**config.mk**
```make
export PLATFORM = sky130hd
export DESIGN_NAME = lifo_stack
export DESIGN_NICKNAME = d
export VERILOG_FILES = /design/src/rtl/lifo_stack.sv
export SDC_FILE = /design/constraint.sdc
export NUM_CORES = 1
export LEC_CHECK = 0
export CAP_MARGIN = 20
export CORE_AREA = 2 2 256 258
export DETAILED_ROUTE_END_ITERATION = 7
export DIE_AREA = 0 0 258 260
export SYNTH_ARGS = -nofsm -noshare
export SYNTH_HDL_FRONTEND = slang
export SYNTH_SLANG_ARGS = --single-unit
```
**constraint.sdc**
```tcl
create_clock -name CLK -period 17.3 [get_ports CLK]
set_input_delay 3.46 -clock CLK [delete_from_list [all_inputs] [get_ports CLK]]
set_output_delay 3.46 -clock CLK [all_outputs]
set_load 0.02 [all_outputs]
```
**src/rtl/lifo_stack.sv**
```systemverilog
// Purpose: register-based LIFO operand stack with a combinational top-of-stack peek.
// Latency: push/pop take effect on the clock edge; POP_DAT shows the new top in the following cycle.
// Backpressure: none; push while FULL and pop while EMPTY are dropped (optionally flagged on ERR).
//
// Ports:
//   CLK       rising-edge clock for all state
//   RST       synchronous active-high reset; clears the count, overrides strobes
//   PUSH_STB  push request, one push per cycle sampled high
//   PUSH_DAT  word to push, sampled with PUSH_STB
//   POP_STB   pop request, one pop per cycle sampled high
//   POP_DAT   current top of stack, 0 when empty
//   EMPTY     count == 0
//   FULL      count == DEPTH
//   COUNT     number of valid entries
//   ERR       (only when LIFO_STACK_ERR_EN is defined) sticky overflow/underflow flag
//
// Build option: define LIFO_STACK_ERR_EN to add the ERR output.

module lifo_stack #(
   parameter  int WIDTH = 32,
   parameter  int DEPTH = 20,
   localparam int CW    = $clog2(DEPTH + 1)
) (
   input  logic             CLK,
   input  logic             RST,
   input  logic             PUSH_STB,
   input  logic [WIDTH-1:0] PUSH_DAT,
   input  logic             POP_STB,
   output logic [WIDTH-1:0] POP_DAT,
   output logic             EMPTY,
   output logic             FULL,
   output logic [CW-1:0]    COUNT
`ifdef LIFO_STACK_ERR_EN
   ,
   output logic             ERR
`endif
);

   // Address width for the storage array; CW may be one bit wider than needed.
   localparam int AW = (DEPTH > 1) ? $clog2(DEPTH) : 1;

   logic [WIDTH-1:0] mem [DEPTH];
   logic [CW-1:0]    cnt;

   logic             is_empty;
   logic             is_full;
   logic [CW-1:0]    top_idx;
   logic             wr_en;
   logic [CW-1:0]    wr_idx;
   logic             cnt_inc;
   logic             cnt_dec;

   assign is_empty = (cnt == '0);
   assign is_full  = (cnt == CW'(DEPTH));
   assign top_idx  = cnt - CW'(1);

   // Operation decode.
   //  - push+pop on a non-empty stack rewrites the top in place (allowed when full)
   //  - push+pop on an empty stack degenerates into a plain push into slot 0
   //  - lone push while full and lone pop while empty are dropped
   always_comb begin
      wr_en   = 1'b0;
      wr_idx  = cnt;
      cnt_inc = 1'b0;
      cnt_dec = 1'b0;
      if (!RST) begin
         if (PUSH_STB && POP_STB) begin
            wr_en = 1'b1;
            if (is_empty) begin
               wr_idx  = '0;
               cnt_inc = 1'b1;
            end else begin
               wr_idx  = top_idx;
            end
         end else if (PUSH_STB) begin
            if (!is_full) begin
               wr_en   = 1'b1;
               wr_idx  = cnt;
               cnt_inc = 1'b1;
            end
         end else if (POP_STB) begin
            cnt_dec = !is_empty;
         end
      end
   end

   // Count register; the decode guards keep it inside 0..DEPTH.
   always_ff @(posedge CLK) begin
      if (RST) begin
         cnt <= '0;
      end else if (cnt_inc) begin
         cnt <= cnt + CW'(1);
      end else if (cnt_dec) begin
         cnt <= cnt - CW'(1);
      end
   end

   // Storage is never cleared: entries at or above cnt are unobservable.
   always_ff @(posedge CLK) begin
      if (wr_en) begin
         mem[wr_idx[AW-1:0]] <= PUSH_DAT;
      end
   end

   assign POP_DAT = is_empty ? '0 : mem[top_idx[AW-1:0]];
   assign EMPTY   = is_empty;
   assign FULL    = is_full;
   assign COUNT   = cnt;

`ifdef LIFO_STACK_ERR_EN
   logic err;

   // Sticky until reset: records any dropped overflow or underflow attempt.
   always_ff @(posedge CLK) begin
      if (RST) begin
         err <= 1'b0;
      end else if ((PUSH_STB && !POP_STB && is_full) ||
                   (POP_STB && !PUSH_STB && is_empty)) begin
         err <= 1'b1;
      end
   end

   assign ERR = err;
`endif

endmodule

```
==> summary.txt <==
fresh numbers from the pnr run: status finished clean, GRT Residual Overflow 0, Worst Tran Pin Value 1.08 ns, Yosys chip area 25400 sq um, FFs w/ async S/R, synth 0%, Final min period 9.18 ns, Setup crit end POP_DAT[14], setup violators final 0, Max Slew Vio Count 0, DRC Markers 0, Post-Syn Area 25400 sq um, kind of critical path flop to output pin, Leakage Power 9.22 nW, Tcrit/Tclk final 53.1%, post_cts resized 0, post-synthesis simple-gate area fraction 2.74%, worst setup margin 8.12 ns, WP data arrival 5.72 ns, Synthesized Nets 1178, top post-synthesis cells by area edfxtp_1 76%, mux4_2 14%, o211ai_2 1.5%, mux2_2 1.4%, mux2i_1 1.3%, clock sinks 645, worst r2r path cells 9, fmax 109 MHz, core footprint 64100 sq um, DR vias 12100, CP startpoint COUNT[0], die height 260 microns, count leader, synth edfxtp_1, H-tree levels 3, # fillers 5267, min-delay worst type flop to flop, EDFF count, synth 640, hold bufs inserted after CTS 0, final antenna-violating net count 0, Clock Latency Late Sink 0.60 ns, clock power share 35.3%, Worst-path clk slew 0.06 ns, Synth Area in Adders 0.147%, Unique masters post-synth 52, RSZ-0062 raised after global routing false, register share of total power 43.4%, OpenROAD warnings 28, XOR/XNOR Area Share 0.133%, largest net degree at the start of global routing 60, Area Growth Syn to Fin 16.2%, total power 4.08 mW, peak supply drop 0.0000652 V, P_int 3.00 mW, Synth top cells by count 640 x edfxtp_1, 160 x mux4_2, 36 x nand3_1
-- metal layers --
| layer | vias up | wire length (microns) | track usage [%] |
|---|---|---|---|
| met5 | - | 0 | 0 |
| met3 | 76 | 3200 | 3.35 |
| met2 | 352 | 27900 | 28.3 |
| met4 | 0 | 1200 | 4.72 |
| li1 | 5101 | - | - |
| met1 | 6523 | 25400 | 24.6 |
-- area by class of cell --
| class | count | area [sq um] | share of cell area, % |
|---|---|---|---|
| Sequential cell | 645 | 19300 | 65.3 |
| Clock inverter | 35 | 392 | 1.32 |
| Multi-Input combinational cell | 416 | 5930 | 20.1 |
| Clock buffer | 82 | 1820 | 6.15 |
| Inverter | 7 | 28.8 | 0.0973 |
| Tap cell | 855 | 1070 | 3.62 |
| Timing Repair Buffer | 110 | 1020 | 3.43 |
-- power by group through the flow --
| stage | Combinational (mW) | Sequential, mW | Clock (mW) |
|---|---|---|---|
| after floorplan | 0.589 | 1.79 | 0 |
| after global placement | 0.874 | 1.80 | 0 |
| after detailed placement | 0.879 | 1.81 | 0 |
| after CTS | 0.881 | 1.77 | 1.48 |
| after global routing | 0.926 | 1.77 | 1.53 |
| final | 0.866 | 1.77 | 1.44 |
-- critical path, cell delays in order (launching register included) --
cell	delay, ns
dfxtp_4	0.63
inv_2	0.12
buf_4	0.73
ha_1	0.48
or3b_2	0.58
nand2_2	0.10
buf_4	0.51
nand3b_4	0.78
o211ai_2	0.48
clkdlybuf4s50_1	0.66
-- state kept, by name, summed over array words and instances (netlist names) --
signal,cells
COUNT,5
mem,640
-- metrics by stage --
stage	util, %	cell area [sq um]
2_1_floorplan	-	25400
6_report	46.1	29600
3_3_place_gp	42.6	27300
4_1_cts	46.1	29600
5_1_grt	46.1	29600
3_5_place_dp	42.7	27400
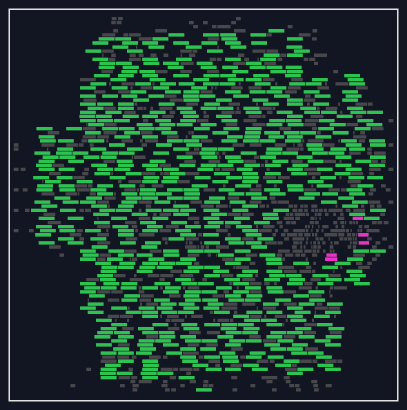
*Register map, names as in the netlist*
Scale: 1.5 px per micron. Other cells in gray.
Key: green = mem [sequential cells 640]; magenta = COUNT [sequential cells 5, where middle right]

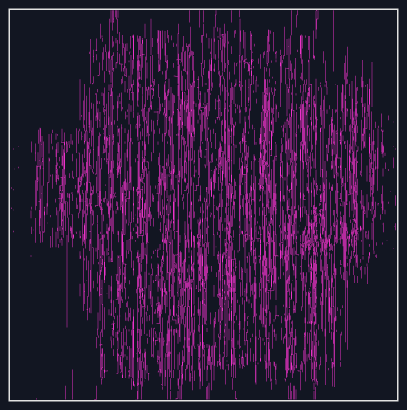
*Metal 2*
Scale: 1.5 px per micron.
The longest straight run is 116 microns. The layer holds 48% of the routed length. 1178 nets have wire on it.

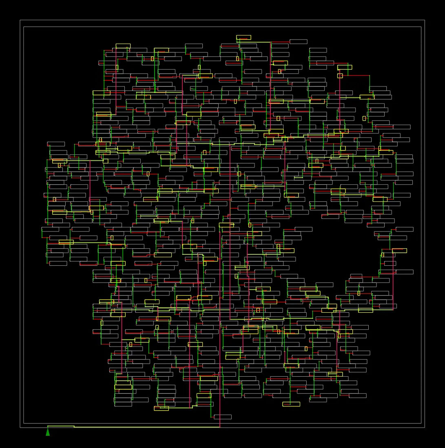
*The clock network*
registers: 645
Clk. pwr: 1.44 mW
total CTS buffers: 69
clk_skew: 0.0221 ns
CLK BUF: 82

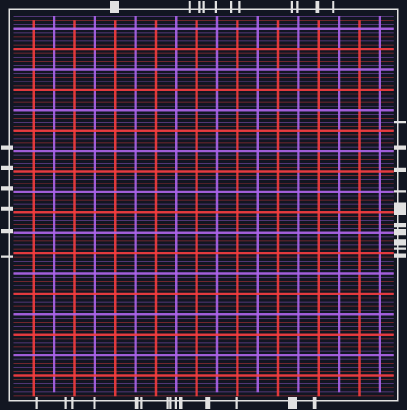
*PDN straps and rails*
Scale: 1.5 px per micron. Pins as bars on the die edge.
Key: purple = VDD; red = VSS
94 met1 rails follow the rows. The core has 93 rows.

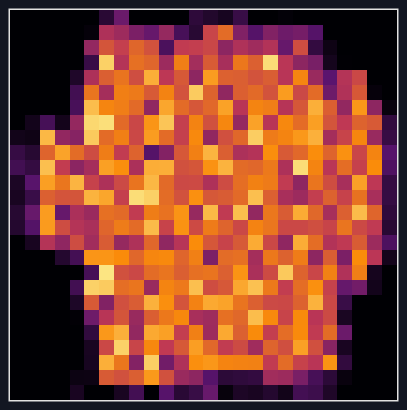
*Local utilization*
Scale: 1.5 px per micron. The die is cut into 26 by 26 equal tiles; black is low, pale yellow is high, 0 to 100% covered.
13% of the tiles are over 75% full. 21% of the tiles are nearly empty. The densest ninth of the die: center. The emptiest ninth of the die: lower left. The fullest tile reaches 94%. The mean over all tiles is 43%.

Power figures rest on the tool's default switching activity, not on a simulated workload.
